==> run_1/met2.png <==
Scale: 6 px per um.
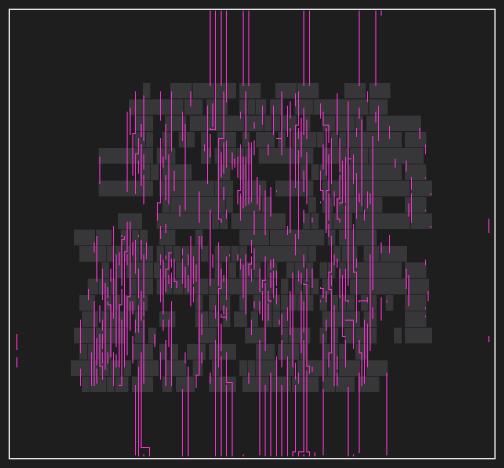
==> run_1/wire_density.png <==
Scale: 4 px per um. The die is cut into 16 by 15 equal tiles; dark blue is low, red is high, scaled to the fullest tile. Values are wire area over tile area, all layers added.
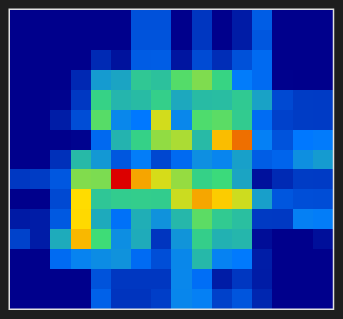
==> run_1/final_congestion.png <==
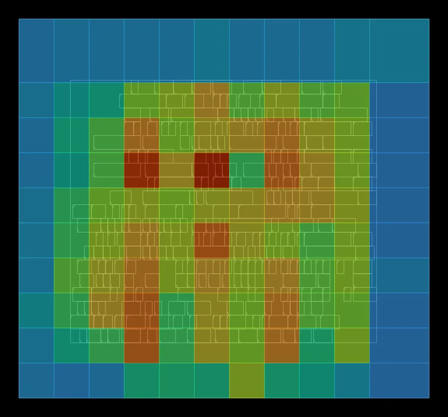
--- src/rtl/multicycle_control_pkg.sv ---
// Shared definitions for the multi-cycle MIPS-subset control unit.
// Holds opcode constants, the alu_op encodings understood by the ALU function
// decoder, the alu_src_b / pc_source mux encodings, the FSM state encoding and
// the instruction classes produced by the opcode decoder.
package multicycle_control_pkg;

    // Opcodes (instruction[31:26])
    localparam logic [5:0] OpRType = 6'b000000;
    localparam logic [5:0] OpLw    = 6'b100011;
    localparam logic [5:0] OpSw    = 6'b101011;
    localparam logic [5:0] OpBeq   = 6'b000100;
    localparam logic [5:0] OpJ     = 6'b000010;
    localparam logic [5:0] OpAddi  = 6'b001000;
    localparam logic [5:0] OpOri   = 6'b001101;
    localparam logic [5:0] OpAndi  = 6'b001100;
    localparam logic [5:0] OpSlti  = 6'b001010;

    // alu_op encodings consumed by the ALU function decoder
    localparam logic [2:0] AluOpAdd   = 3'b000;
    localparam logic [2:0] AluOpBeq   = 3'b001;
    localparam logic [2:0] AluOpRType = 3'b010;
    localparam logic [2:0] AluOpAddi  = 3'b011;
    localparam logic [2:0] AluOpOri   = 3'b100;
    localparam logic [2:0] AluOpAndi  = 3'b101;
    localparam logic [2:0] AluOpSlti  = 3'b110;

    // ALU operand B select
    localparam logic [1:0] SrcBReg    = 2'b00;
    localparam logic [1:0] SrcBFour   = 2'b01;
    localparam logic [1:0] SrcBImm    = 2'b10;
    localparam logic [1:0] SrcBImmSh2 = 2'b11;

    // PC source select
    localparam logic [1:0] PcSrcAlu    = 2'b00;
    localparam logic [1:0] PcSrcAluOut = 2'b01;
    localparam logic [1:0] PcSrcJump   = 2'b10;

    typedef enum logic [3:0] {
        StFetch   = 4'd0,
        StDecode  = 4'd1,
        StMemAddr = 4'd2,
        StMemRd   = 4'd3,
        StMemWb   = 4'd4,
        StMemWr   = 4'd5,
        StRExec   = 4'd6,
        StRWb     = 4'd7,
        StBranch  = 4'd8,
        StJump    = 4'd9,
        StIExec   = 4'd10,
        StIWb     = 4'd11
    } state_t;

    typedef enum logic [2:0] {
        ClsLoad,
        ClsStore,
        ClsRType,
        ClsBranch,
        ClsJump,
        ClsImm,
        ClsIllegal
    } instr_class_t;

endpackage

--- src/rtl/multicycle_control_if.sv ---
// Control <-> datapath bundle for the multi-cycle control unit.
// master: the control FSM (reads opcode/zero/mem_ready, drives every control).
// slave : the datapath / memory side.
interface multicycle_control_if #(
    parameter int unsigned CNT_W = 16
);
    logic [5:0]       opcode;
    logic             zero;
    logic             mem_ready;

    logic             pc_write;
    logic             pc_write_cond;
    logic             ir_write;
    logic             mem_read;
    logic             mem_write;
    logic             i_or_d;
    logic             reg_write;
    logic             reg_dst;
    logic             mem_to_reg;
    logic             alu_src_a;
    logic [1:0]       alu_src_b;
    logic [1:0]       pc_source;
    logic [2:0]       alu_op;
    logic             instr_done;
    logic [CNT_W-1:0] retired;
    logic             illegal;
    logic [3:0]       state_dbg;

    modport master (
        input  opcode, zero, mem_ready,
        output pc_write, pc_write_cond, ir_write, mem_read, mem_write, i_or_d,
               reg_write, reg_dst, mem_to_reg, alu_src_a, alu_src_b, pc_source,
               alu_op, instr_done, retired, illegal, state_dbg
    );

    modport slave (
        output opcode, zero, mem_ready,
        input  pc_write, pc_write_cond, ir_write, mem_read, mem_write, i_or_d,
               reg_write, reg_dst, mem_to_reg, alu_src_a, alu_src_b, pc_source,
               alu_op, instr_done, retired, illegal, state_dbg
    );

endinterface

--- src/rtl/multicycle_control_op_decode.sv ---
// Combinational opcode decoder for the multi-cycle control unit.
// Maps opcode to an instruction class, the immediate-arithmetic alu_op and an
// illegal-opcode flag.
module multicycle_control_op_decode
    import multicycle_control_pkg::*;
(
    input  logic [5:0]   opcode,
    output instr_class_t iclass,
    output logic [2:0]   imm_alu_op,
    output logic         illegal
);

    always_comb begin
        iclass     = ClsIllegal;
        imm_alu_op = AluOpAdd;
        case (opcode)
            OpLw:    iclass = ClsLoad;
            OpSw:    iclass = ClsStore;
            OpRType: iclass = ClsRType;
            OpBeq:   iclass = ClsBranch;
            OpJ:     iclass = ClsJump;
            OpAddi:  begin iclass = ClsImm; imm_alu_op = AluOpAddi; end
            OpOri:   begin iclass = ClsImm; imm_alu_op = AluOpOri;  end
            OpAndi:  begin iclass = ClsImm; imm_alu_op = AluOpAndi; end
            OpSlti:  begin iclass = ClsImm; imm_alu_op = AluOpSlti; end
            default: iclass = ClsIllegal;
        endcase
        illegal = (iclass == ClsIllegal);
    end

endmodule

--- src/rtl/multicycle_control.sv ---
// Main control FSM of the multi-cycle MIPS-subset datapath.
// Ports: clk, rst (async, active high) and bus (multicycle_control_if.master):
// opcode/zero/mem_ready in; datapath mux selects, write enables, alu_op,
// instr_done pulse, retired counter, sticky illegal flag and state_dbg out.
module multicycle_control
    import multicycle_control_pkg::*;
#(
    parameter int unsigned CNT_W = 16
) (
    input logic                  clk,
    input logic                  rst,
    multicycle_control_if.master bus
);

    state_t           state_q, state_d;
    logic [CNT_W-1:0] retired_q;
    logic             illegal_q;

    instr_class_t iclass;
    logic [2:0]   imm_alu_op;
    logic         dec_illegal;

    logic       pc_write, pc_write_cond, ir_write, mem_read, mem_write, i_or_d;
    logic       reg_write, reg_dst, mem_to_reg, alu_src_a, retire;
    logic [1:0] alu_src_b, pc_source;
    logic [2:0] alu_op;

    // zero feeds the datapath PC-write logic, not this FSM
    logic unused_zero;
    assign unused_zero = bus.zero;

    multicycle_control_op_decode u_op_decode (
        .opcode     (bus.opcode),
        .iclass     (iclass),
        .imm_alu_op (imm_alu_op),
        .illegal    (dec_illegal)
    );

    always_comb begin
        state_d       = state_q;
        pc_write      = 1'b0;
        pc_write_cond = 1'b0;
        ir_write      = 1'b0;
        mem_read      = 1'b0;
        mem_write     = 1'b0;
        i_or_d        = 1'b0;
        reg_write     = 1'b0;
        reg_dst       = 1'b0;
        mem_to_reg    = 1'b0;
        alu_src_a     = 1'b0;
        alu_src_b     = SrcBReg;
        pc_source     = PcSrcAlu;
        alu_op        = AluOpAdd;
        retire        = 1'b0;
        case (state_q)
            StFetch: begin
                mem_read  = 1'b1;
                alu_src_b = SrcBFour;
                // PC+4 and IR load only commit once the fetch completes
                pc_write  = bus.mem_ready;
                ir_write  = bus.mem_ready;
                if (bus.mem_ready) state_d = StDecode;
            end
            StDecode: begin
                alu_src_b = SrcBImmSh2;  // precompute branch target
                case (iclass)
                    ClsLoad, ClsStore: state_d = StMemAddr;
                    ClsRType:          state_d = StRExec;
                    ClsBranch:         state_d = StBranch;
                    ClsJump:           state_d = StJump;
                    ClsImm:            state_d = StIExec;
                    default:           state_d = StFetch;
                endcase
            end
            StMemAddr: begin
                alu_src_a = 1'b1;
                alu_src_b = SrcBImm;
                state_d   = (iclass == ClsStore) ? StMemWr : StMemRd;
            end
            StMemRd: begin
                mem_read = 1'b1;
                i_or_d   = 1'b1;
                if (bus.mem_ready) state_d = StMemWb;
            end
            StMemWb: begin
                reg_write  = 1'b1;
                mem_to_reg = 1'b1;
                retire     = 1'b1;
                state_d    = StFetch;
            end
            StMemWr: begin
                mem_write = 1'b1;
                i_or_d    = 1'b1;
                if (bus.mem_ready) begin
                    retire  = 1'b1;
                    state_d = StFetch;
                end
            end
            StRExec: begin
                alu_src_a = 1'b1;
                alu_op    = AluOpRType;
                state_d   = StRWb;
            end
            StRWb: begin
                reg_write = 1'b1;
                reg_dst   = 1'b1;
                retire    = 1'b1;
                state_d   = StFetch;
            end
            StBranch: begin
                alu_src_a     = 1'b1;
                alu_op        = AluOpBeq;
                pc_write_cond = 1'b1;
                pc_source     = PcSrcAluOut;
                retire        = 1'b1;
                state_d       = StFetch;
            end
            StJump: begin
                pc_write  = 1'b1;
                pc_source = PcSrcJump;
                retire    = 1'b1;
                state_d   = StFetch;
            end
            StIExec: begin
                alu_src_a = 1'b1;
                alu_src_b = SrcBImm;
                alu_op    = imm_alu_op;
                state_d   = StIWb;
            end
            StIWb: begin
                reg_write = 1'b1;
                retire    = 1'b1;
                state_d   = StFetch;
            end
            default: state_d = StFetch;
        endcase
    end

    always_ff @(posedge clk or posedge rst) begin
        if (rst) begin
            state_q   <= StFetch;
            retired_q <= '0;
            illegal_q <= 1'b0;
        end else begin
            state_q <= state_d;
            if (retire) retired_q <= retired_q + CNT_W'(1);
            if (state_q == StDecode && dec_illegal) illegal_q <= 1'b1;
        end
    end

    // Reset is asynchronous, so write enables are masked combinationally to
    // keep FETCH's mem_read/pc_write from leaking out while rst is high.
    assign bus.pc_write      = pc_write & ~rst;
    assign bus.pc_write_cond = pc_write_cond & ~rst;
    assign bus.ir_write      = ir_write & ~rst;
    assign bus.mem_read      = mem_read & ~rst;
    assign bus.mem_write     = mem_write & ~rst;
    assign bus.reg_write     = reg_write & ~rst;
    assign bus.i_or_d        = i_or_d;
    assign bus.reg_dst       = reg_dst;
    assign bus.mem_to_reg    = mem_to_reg;
    assign bus.alu_src_a     = alu_src_a;
    assign bus.alu_src_b     = alu_src_b;
    assign bus.pc_source     = pc_source;
    assign bus.alu_op        = alu_op;
    assign bus.instr_done    = retire & ~rst;
    assign bus.retired       = retired_q;
    assign bus.illegal       = illegal_q;
    assign bus.state_dbg     = state_q;

endmodule

--- src/flat_wrapper.sv ---
// flat-port wrapper written by rule: the top's interface ports become plain ports
module multicycle_control_flat import multicycle_control_pkg::*;
#(
    parameter int unsigned CNT_W = 16
)
  (clk, rst, bus_opcode, bus_zero, bus_mem_ready, bus_pc_write, bus_pc_write_cond, bus_ir_write, bus_mem_read, bus_mem_write, bus_i_or_d, bus_reg_write, bus_reg_dst, bus_mem_to_reg, bus_alu_src_a, bus_alu_src_b, bus_pc_source, bus_alu_op, bus_instr_done, bus_retired, bus_illegal, bus_state_dbg);
  multicycle_control_if #(.CNT_W(CNT_W)) bus_i ();
  input logic clk;
  input logic rst;
  input wire logic [$bits(bus_i.opcode)-1:0] bus_opcode;
  input wire logic [$bits(bus_i.zero)-1:0] bus_zero;
  input wire logic [$bits(bus_i.mem_ready)-1:0] bus_mem_ready;
  output wire logic [$bits(bus_i.pc_write)-1:0] bus_pc_write;
  output wire logic [$bits(bus_i.pc_write_cond)-1:0] bus_pc_write_cond;
  output wire logic [$bits(bus_i.ir_write)-1:0] bus_ir_write;
  output wire logic [$bits(bus_i.mem_read)-1:0] bus_mem_read;
  output wire logic [$bits(bus_i.mem_write)-1:0] bus_mem_write;
  output wire logic [$bits(bus_i.i_or_d)-1:0] bus_i_or_d;
  output wire logic [$bits(bus_i.reg_write)-1:0] bus_reg_write;
  output wire logic [$bits(bus_i.reg_dst)-1:0] bus_reg_dst;
  output wire logic [$bits(bus_i.mem_to_reg)-1:0] bus_mem_to_reg;
  output wire logic [$bits(bus_i.alu_src_a)-1:0] bus_alu_src_a;
  output wire logic [$bits(bus_i.alu_src_b)-1:0] bus_alu_src_b;
  output wire logic [$bits(bus_i.pc_source)-1:0] bus_pc_source;
  output wire logic [$bits(bus_i.alu_op)-1:0] bus_alu_op;
  output wire logic [$bits(bus_i.instr_done)-1:0] bus_instr_done;
  output wire logic [$bits(bus_i.retired)-1:0] bus_retired;
  output wire logic [$bits(bus_i.illegal)-1:0] bus_illegal;
  output wire logic [$bits(bus_i.state_dbg)-1:0] bus_state_dbg;
  assign bus_i.opcode = bus_opcode;
  assign bus_i.zero = bus_zero;
  assign bus_i.mem_ready = bus_mem_ready;
  assign bus_pc_write = bus_i.pc_write;
  assign bus_pc_write_cond = bus_i.pc_write_cond;
  assign bus_ir_write = bus_i.ir_write;
  assign bus_mem_read = bus_i.mem_read;
  assign bus_mem_write = bus_i.mem_write;
  assign bus_i_or_d = bus_i.i_or_d;
  assign bus_reg_write = bus_i.reg_write;
  assign bus_reg_dst = bus_i.reg_dst;
  assign bus_mem_to_reg = bus_i.mem_to_reg;
  assign bus_alu_src_a = bus_i.alu_src_a;
  assign bus_alu_src_b = bus_i.alu_src_b;
  assign bus_pc_source = bus_i.pc_source;
  assign bus_alu_op = bus_i.alu_op;
  assign bus_instr_done = bus_i.instr_done;
  assign bus_retired = bus_i.retired;
  assign bus_illegal = bus_i.illegal;
  assign bus_state_dbg = bus_i.state_dbg;
  multicycle_control #(.CNT_W(CNT_W)) u_core (.clk(clk), .rst(rst), .bus(bus_i));
endmodule
--- config.mk ---
export PLATFORM = sky130hd
export DESIGN_NAME = multicycle_control_flat
export DESIGN_NICKNAME = d
export VERILOG_FILES = /design/src/rtl/multicycle_control_pkg.sv /design/src/rtl/multicycle_control_if.sv /design/src/rtl/multicycle_control_op_decode.sv /design/src/rtl/multicycle_control.sv /design/src/flat_wrapper.sv
export SDC_FILE = /design/constraint.sdc
export NUM_CORES = 1
export LEC_CHECK = 0
export ABC_AREA = 1
export ABC_CLOCK_PERIOD_IN_PS = 2300
export CAP_MARGIN = 40
export CORE_ASPECT_RATIO = 0.9
export CORE_MARGIN = 10
export CORE_UTILIZATION = 45
export DETAILED_ROUTE_END_ITERATION = 8
export HOLD_SLACK_MARGIN = 0.05
export PLACE_DENSITY = 0.79
export SYNTH_ARGS = -nofsm -noshare
export SYNTH_HDL_FRONTEND = slang
export SYNTH_SLANG_ARGS = --single-unit
--- constraint.sdc ---
create_clock -name clk -period 2.3 [get_ports clk]
set_input_delay 0.345 -clock clk [delete_from_list [all_inputs] [get_ports clk]]
set_output_delay 0.345 -clock clk [all_outputs]
set_load 0.02 [all_outputs]
==> flow_metrics.tcl, run 1 <==
# flow metrics
set metrics [dict create \
    p_leak_nw 1.16 \
    finalSetupViolations 0 \
    ir_worst_vdd_mv 0.437 \
    root_buffer "clkbuf_8" \
    port-buffer-count 47 \
    finalHoldWorstSlack_ps 502 \
    grt_pass1_wl_um 6310 \
    number_of_antenna_repair_diodes 0 \
    worstReg2RegEnd "u_core.bus.retired[12]" \
    setup.worst_path.class "reg -> out" \
    timing.slew.headroom_pct 79.5 \
    power.density_mw_per_mm2 754 \
    synth.yosys.seq_area_share_pct 35.2 \
    floorplan.rows 19 \
    cts.htree.levels 1 \
    hold_violation_count_in_the_final_report 0 \
    route.antenna.remaining_nets 0 \
    post-route-drc-count 0 \
    cts_tree "yes" \
    ioPinCount 49 \
    post-route-worst-setup-slack_ps 126 \
    coreArea_sq_mm 0.00311 \
    fin_area_sq_mm 0.00215 \
    min_path_type "reg -> reg" \
    pre_cts_ws_ps -61.9 \
    worstReg2RegStart "u_core.bus.state_dbg[1]" \
    maxCapViolations 0 \
    drtPass1Iterations 4 \
    number_of_antenna_violations_at_the_first_check_in_global_routing 0 \
    cts.sinks 21 \
    synthesis.instances 222 \
    yosys_cells 222 \
    max-clock-path-buffers 2 \
    fmax_mhz 460 \
    run_status "completed" \
    tightestPinTransition_ps 305 \
    finalCritPeriodShare_pct 94.5 \
    numSynthFlops 21 \
    timing.reg2reg.setup_slack_ps 610 \
    post_layout_nonfiller_instances 323 \
    die_w_um 80.7 \
    post-layout-total-power_mw 1.62 \
    clock_pin_transition_on_the_worst_setup_and_hold_timing_paths_ps 80 \
    worst_setup_path_end_kind "output port" \
    cts_made_buffers 3 \
    final_layout_size_suffix_gt1_share_pct 12.1 \
    first_global_vias 1442 \
    holdPathEnd "u_core.bus.illegal" \
    route.final.wire_length_um 3950 \
]
About met2.png:
share of all routed wire: 49%
nets with wire on the layer: 235
wire length on this layer: 1,920 um
longest straight run: 30.6 um

About wire_density.png:
mean over tiles: 0.10
tiles over half the peak: 10%
emptiest ninth of the die: upper left
densest ninth of the die: center

About final_congestion.png:
GR met3 Demand/Resource: 2.50%
total routing resource utilization after global routing: 12.8%
utilization of the core after routing: 69.0%
met1 GRT Util: 16.4%
Avg WL per Cell: 12.2 um

-- run 1: layout by cell type, fill, tap and decap left out, types with 5 or more instances in the layout --
cell             instances
xnor2_1                  7
nand2_1                 55
xor2_1                   7
buf_4                    9
nor2_1                  39
dlymetal6s2s_1           7
nand4_1                  5
o21ai_0                  6
clkdlybuf4s50_1         35
inv_2                    7
dfrtp_1                 20
dlygate4sd2_1            5
nand3_1                 14
nor2_2                   6
inv_1                   30
-- run 1: worst max path at each step --
stage,startpoint,to,slack (ps),cells after the start
after global placement,bus_opcode[5],u_core.bus.state_dbg[0],-40,15
after CTS,u_core.bus.state_dbg[2],bus_instr_done,10,7
after detailed placement,bus_opcode[5],u_core.bus.state_dbg[0],-60,15
after floorplan,u_core.bus.state_dbg[0],bus_instr_done,380,7
final,u_core.bus.state_dbg[2],bus_i_or_d,130,6
after global routing,bus_opcode[4],u_core.bus.state_dbg[0],-20,15
-- run 1: synth_stat cells, drive strengths merged --
| library cell | count | area (sq um) |
|---|---|---|
| nand2 | 57 | 219 |
| nor2 | 47 | 196 |
| inv | 37 | 139 |
| dfrtp | 21 | 526 |
| nand3 | 16 | 92.6 |
| o21ai | 9 | 45.0 |
| xnor2 | 7 | 61.3 |
| xor2 | 7 | 61.3 |
| nand4 | 5 | 31.3 |
| a21oi | 4 | 20.0 |
| ha | 3 | 37.5 |
| nor3 | 2 | 15.0 |
| nor4 | 2 | 12.5 |
| o21bai | 2 | 15.0 |
| buf | 1 | 7.51 |
| nand3b | 1 | 7.51 |
| o22ai | 1 | 6.26 |
-- run 1: sequential cells by signal (all words and copies together) (netlist names) --
signal	flops
u_core.bus.retired	16
u_core.bus.illegal	1
u_core.bus.state_dbg	4
-- run 1: routing by layer --
layer / up-vias / global-route usage, % / wire length [um]
li1: 806 / - / -
met1: 697 / 16.4 / 1750
met2: 34 / 21.5 / 1920
met3: 2 / 2.50 / 242
met4: 0 / 3.26 / 33
met5: - / 0 / 0
-- run 1: final cells by class --
cell class,instances,area [sq um]
Fill cell,271,965
Timing Repair Buffer,56,549
Clock inverter,1,5.00
Tap cell,42,52.6
Inverter,37,139
Multi-Input combinational cell,163,836
Sequential cell,21,527
Clock buffer,3,41.3
-- run 1: cells by family after synthesis --
kind of cell,share of synthesized area (%)
DFF,35.2
buffers and inverters,9.81
and+or+nand+nor,38.5
adders and majority gates,2.51
xor gates and xnor gates,8.21
AOI/OAI and AO/OA,5.78
-- run 1: power by group --
part           switching, mW  internal [mW]
Sequential            0.0779          0.429
Clock                  0.117          0.120
Combinational          0.512          0.365
Total                  0.707          0.914
-- run 1: worst max-delay path, cell delays in order, from the launching register on --
cell and delay, ps:
dfrtp_2 450, nor2_1 160, inv_2 70, nor2_1 150, inv_2 60, nand2_1 70, clkdlybuf4s50_1 620
-- run 1: what timing repair did --
action                                  CTS  global route
pin swaps                                 0             2
gates resized                             5            12
setup buffers                             0             0
endpoints found under the setup margin    5             8
==> run_1/met3.png <==
Scale: 6 px per um.
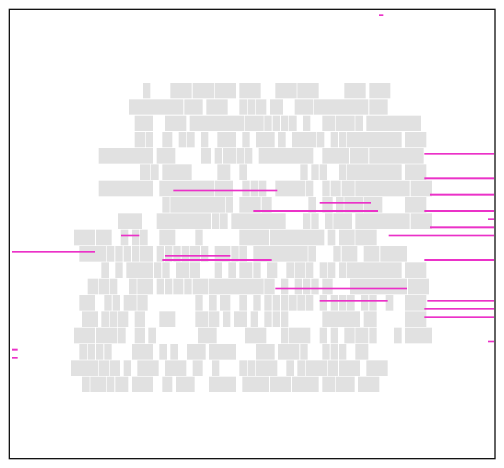

==> run 2: changes to the inputs <==
CELL_PAD_IN_SITES_DETAIL_PLACEMENT = 0   (was not set)
CELL_PAD_IN_SITES_GLOBAL_PLACEMENT = 1   (was not set)
CORE_UTILIZATION = 34   (was 45)
PLACE_DENSITY = 0.85   (was 0.79)
==> run_2/met3.png <==
Scale: 6 px per um.
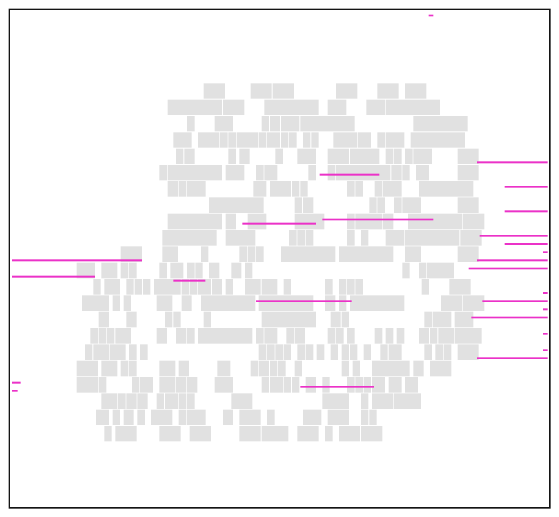
main direction: horizontal
share of all routed wire: 5.3%
wire length on this layer: 213 um
longest straight run: 21.4 um

==> run_2/final_congestion.png <==
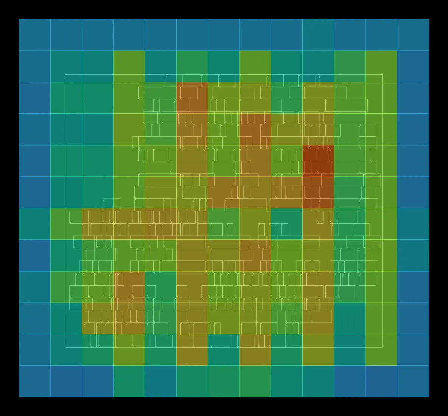
Avg WL per Cell: 11.7 um
utilization of the core after routing: 52.4%
met1 GRT Util: 13.7%
total routing resource utilization after global routing: 10.7%
GR met2 Demand/Resource: 16.7%

==> flow_metrics.tcl, run 2 <==
# flow metrics
set metrics [dict create \
    clock_pin_transition_on_the_worst_setup_and_hold_timing_paths_ps 80 \
    run_status "completed" \
    hold_violation_count_in_the_final_report 0 \
    ioPinCount 49 \
    drtPass1Iterations 4 \
    post-route-worst-setup-slack_ps 181 \
    final_layout_size_suffix_gt1_share_pct 12.3 \
    route.antenna.remaining_nets 0 \
    setup.worst_path.class "reg -> out" \
    postSynth.topFlopCell "dfrtp_1" \
    critical_path.cell_chain "nand2_2 -> nor2_2 -> inv_1 -> nor2_1 -> clkdlybuf4s50_1" \
    critical-path-slowest-cell "clkdlybuf4s50_1" \
    max-clock-path-buffers 2 \
    cts.htree.levels 1 \
    port-buffer-count 47 \
    finalCritPeriodShare_pct 92.1 \
    post-route-drc-count 0 \
    timing.reg2reg.setup_slack_ps 610 \
    floorplan.rows 22 \
    holdPathEnd "u_core.bus.illegal" \
    yosys.area.top_type_share_pct 35.2 \
    number_of_antenna_violations_at_the_first_check_in_global_routing 0 \
    number_of_enable_flip_flop_cells 0 \
    worstReg2RegStart "u_core.bus.state_dbg[2]" \
    post-layout-total-power_mw 1.61 \
]
==> run_2/met2.png <==
Scale: 6 px per um.
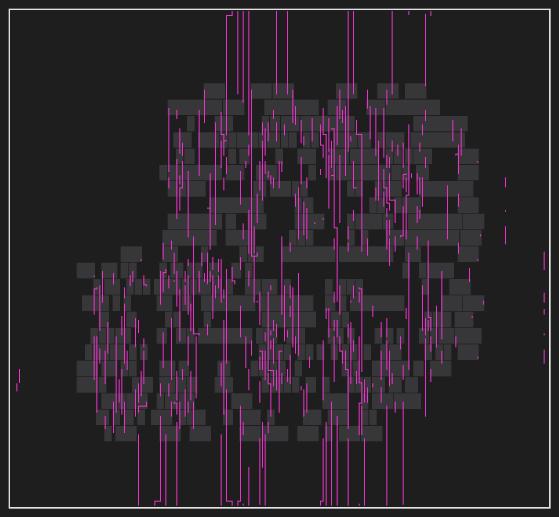
wire length on this layer: 1,760 um
longest straight run: 27.7 um
nets with wire on the layer: 237
share of all routed wire: 44%
main direction: vertical

-- run 2: metrics by stage --
stage | hold slack [ps] | instance area (sq um) | util (%)
after global placement | 486 | 2120 | 51.0
after CTS | 493 | 2160 | 51.9
after detailed placement | 467 | 2120 | 51.0
after floorplan | 339 | 1490 | -
final | 485 | 2180 | 52.4
after global routing | 534 | 2180 | 52.4
-- run 2: final cells by class --
cell class,count,area (sq um)
well taps,60,75.1
multi-input cells,163,826
fillers,433,1980
clock inverters,1,5.00
inverters,37,139
repair buffers,59,566
flip-flops and latches,21,526
clock buffers,3,41.3
-- run 2: worst max-delay path by stage --
stage | startpoint | to | cells past startpoint | slack, ps
after floorplan | u_core.bus.state_dbg[0] | bus_instr_done | 7 | 380
after detailed placement | bus_opcode[1] | bus_alu_op[2] | 6 | -40
final | u_core.bus.state_dbg[2] | bus_mem_write | 5 | 180
after global placement | bus_opcode[1] | bus_alu_op[2] | 6 | -30
after global routing | u_core.bus.state_dbg[1] | bus_alu_op[1] | 7 | 2
after CTS | u_core.bus.state_dbg[2] | bus_instr_done | 7 | 20
-- run 2: logic make-up (layout without fill, tap and decap cells) --
kind of cell               Yosys count  after routing  share of synthesized area, %
and+or+nand+nor                    130            130                          38.5
buffers and inverters               38            100                          9.81
DFF                                 21             21                          35.2
AOI/OAI and AO/OA                   16             16                          5.78
xor gates and xnor gates            14             14                          8.21
adders and majority gates            3              3                          2.51
-- run 2: timing repair --
item / 4_1_cts / 5_1_grt
endpoints found under the hold margin: 0 / 0
endpoints found under the setup margin: 7 / 7
hold buffers: 0 / 0
gates resized: 7 / 8
pin swaps: 0 / 0
-- run 2: critical path: cells and delay by family (launching register included) --
| kind | cells | cell delay, ps |
|---|---|---|
| flops | 1 | 440 |
| simple gates | 3 | 370 |
| buf+inv | 2 | 700 |
-- run 2: report_power, final --
part | internal [mW] | switching [mW]
Sequential | 0.427 | 0.0781
Combinational | 0.355 | 0.511
Clock | 0.121 | 0.120
Total | 0.903 | 0.708
-- run 2: routing by layer --
metal | track usage (%) | share of wire (%)
met5 | 0 | 0
met4 | 3.07 | 0.85
met3 | 3.33 | 5.3
met2 | 16.7 | 44
met1 | 13.7 | 50
==> run_2/pins.png <==
Scale: 6 px per um. Pins as bars across the die edge, other pins in gray.
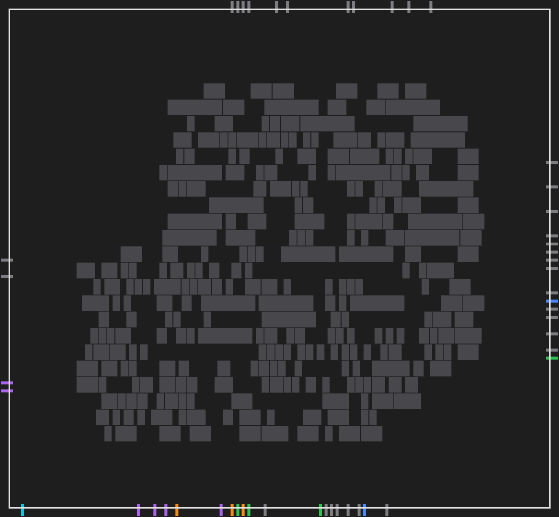

==> run 3: changes to the inputs <==
PLACE_DENSITY = not set   (was 0.85)
PLACE_DENSITY_LB_ADDON = 0.12   (was not set)
==> run_3/pins.png <==
Scale: 6 px per um. Pins as bars across the die edge, other pins in gray.
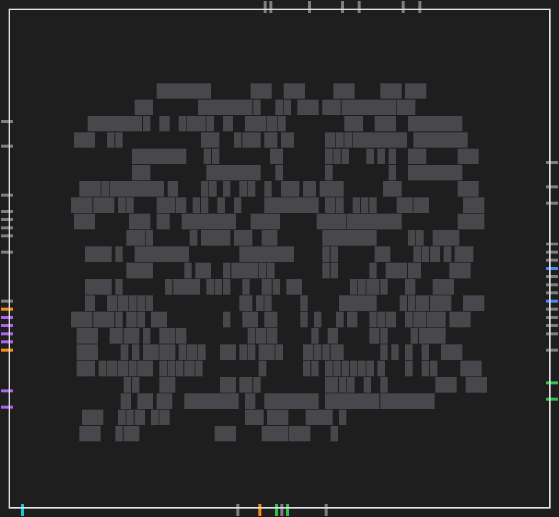
[green] `bus_state_dbg` | pins: 4 | direction: output | edge: 2 right, 2 bottom
[cyan] `bus_zero` | pins: 1 | direction: input | edge: bottom
[purple] `bus_opcode` | pins: 6 | direction: input | edge: left
[blue] `bus_pc_source` | pins: 2 | direction: output | edge: right
[orange] `bus_alu_op` | pins: 3 | direction: output | edge: 2 left, 1 bottom
all pins by edge: 18 right, 17 left, 7 bottom, 7 top

==> run_3/met3.png <==
Scale: 6 px per um.
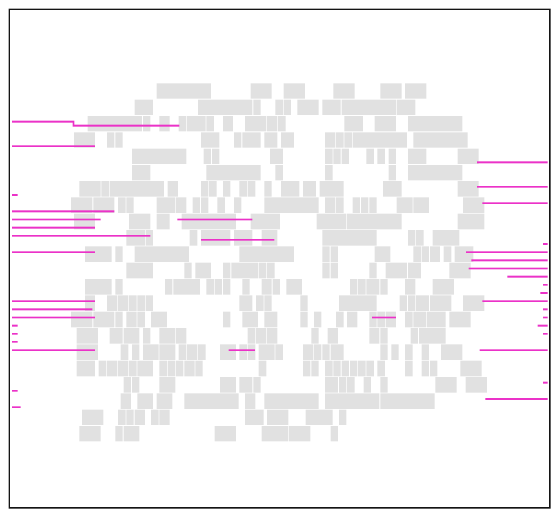
main direction: horizontal
longest straight run: 22.8 um
share of all routed wire: 7.8%
wire length on this layer: 328 um
nets with wire on the layer: 38

==> run_3/final_congestion.png <==
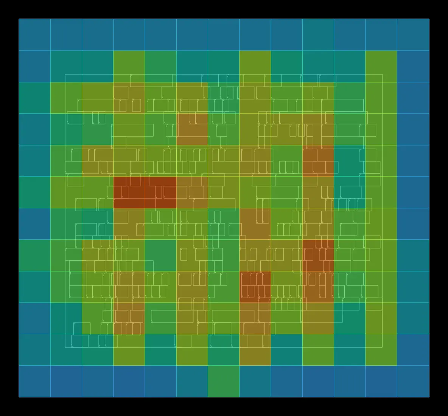
total routing resource utilization after global routing: 11.5%
GR met2 Demand/Resource: 16.1%
GR met3 Demand/Resource: 4.86%
met1 GRT Util: 16.1%
utilization of the core after routing: 53.2%

==> flow_metrics.tcl, run 3 <==
# flow metrics
set metrics [dict create \
    fin_area_sq_mm 0.00221 \
    ioPinCount 49 \
    post_synth_most_frequent_cells "nand2_1, nor2_1, inv_1" \
    hold_violation_count_in_the_final_report 0 \
    cpLargestDelayFamily "buffers and inverters" \
    power.share.switching_pct 44.0 \
    run_status "completed" \
    critical_path.cell_chain "inv_2 -> nand2_2 -> nor2_2 -> inv_1 -> nor2_1 -> clkdlybuf4s50_1" \
    sequential_cell_fraction_of_total_power_pct 31.2 \
    globalRoute.busiestLayer "met1" \
    grt_pass1_wl_um 7390 \
    synthesis.instances 222 \
    combPwrFrac_pct 53.8 \
    number_of_antenna_violations_at_the_first_check_in_global_routing 0 \
    finalSetupViolations 0 \
    post_synth_main_area_contributors "dfrtp_1, nand2_1, nor2_1, inv_1, nand3_1" \
    power.density_mw_per_mm2 743 \
    timing.reg2reg.setup_slack_ps 640 \
    critical-path-slowest-cell "clkdlybuf4s50_1" \
    synth.most_common_cell "nand2_1" \
    cts_made_buffers 3 \
]
==> run 3: cell counts after synthesis <==
No cell type changed its count.
==> run 3: cell type report <==
cell class                 count  area [sq um]  share of cell area (%)
clock buffer                   4          45.0                    2.04
inverter                      37           139                    6.28
multi-input combinational    163           821                    37.1
sequential                    21           526                    23.8
tap                           60          75.1                    3.40
timing repair buffer          64           606                    27.4
==> run 3: metal layers <==
layer | share of wire (%) | up-vias
met1 | 52 | 651
met2 | 40 | 41
met4 | 0.35 | 0
li1 | - | 824
met3 | 7.8 | 2
met5 | 0 | -
==> run 3: repair_timing <==
action | in CTS | in global routing
pin swaps | 0 | 0
endpoints found under the hold margin | 0 | 0
cloned | 0 | 0
endpoints found under the setup margin | 5 | 8
resized | 5 | 10
==> run 3: per-stage QoR <==
stage               total power [mW]  cells  hold WS (ps)  setup slack (ps)
floorplan                       1.01    222           339               376
global placement                1.42    345           458             -49.7
detailed placement              1.43    345           469             -47.6
CTS                             1.67    349           493              20.7
global route                    1.77    349           517              14.1
finish                          1.64    349           485               205
==> run 3: power groups by stage <==
stage               Clock, mW  Sequential (mW)  Combinational, mW
finish                  0.247            0.512              0.884
global placement            0            0.516              0.907
floorplan                   0            0.568              0.446
global route            0.269            0.527              0.979
CTS                     0.255            0.513              0.904
detailed placement          0            0.517              0.910
==> run 3: logic make-up (layout without fill, tap and decap cells) <==
family | Yosys count | count (layout) | share of synthesized area (%)
AND-OR/OR-AND | 16 | 16 | 5.78
XOR/XNOR | 14 | 14 | 8.21
adder cells (fa/ha/maj) | 3 | 3 | 2.51
buffers and inverters | 38 | 105 | 9.81
flip-flops | 21 | 21 | 35.2
AND/OR/NAND/NOR | 130 | 130 | 38.5
==> run 3: worst max-delay path by stage <==
stage / startpoint / to / depth (start not counted)
4_1_cts: u_core.bus.state_dbg[3] / bus_instr_done / 8
3_5_place_dp: bus_opcode[1] / u_core.bus.state_dbg[0] / 17
6_report: u_core.bus.state_dbg[3] / bus_mem_write / 6
3_3_place_gp: bus_opcode[1] / u_core.bus.state_dbg[1] / 15
5_1_grt: bus_opcode[1] / u_core.bus.state_dbg[0] / 17
2_1_floorplan: u_core.bus.state_dbg[0] / bus_instr_done / 7
==> run 3: worst register-to-register path: cells and delay by family (launching register included) <==
kind / cells / cell delay, ps
XOR/XNOR: 1 / 130
flip-flops: 1 / 410
buffers and inverters: 2 / 270
AND/OR/NAND/NOR: 7 / 750
Power is estimated from default activity; no workload was simulated.
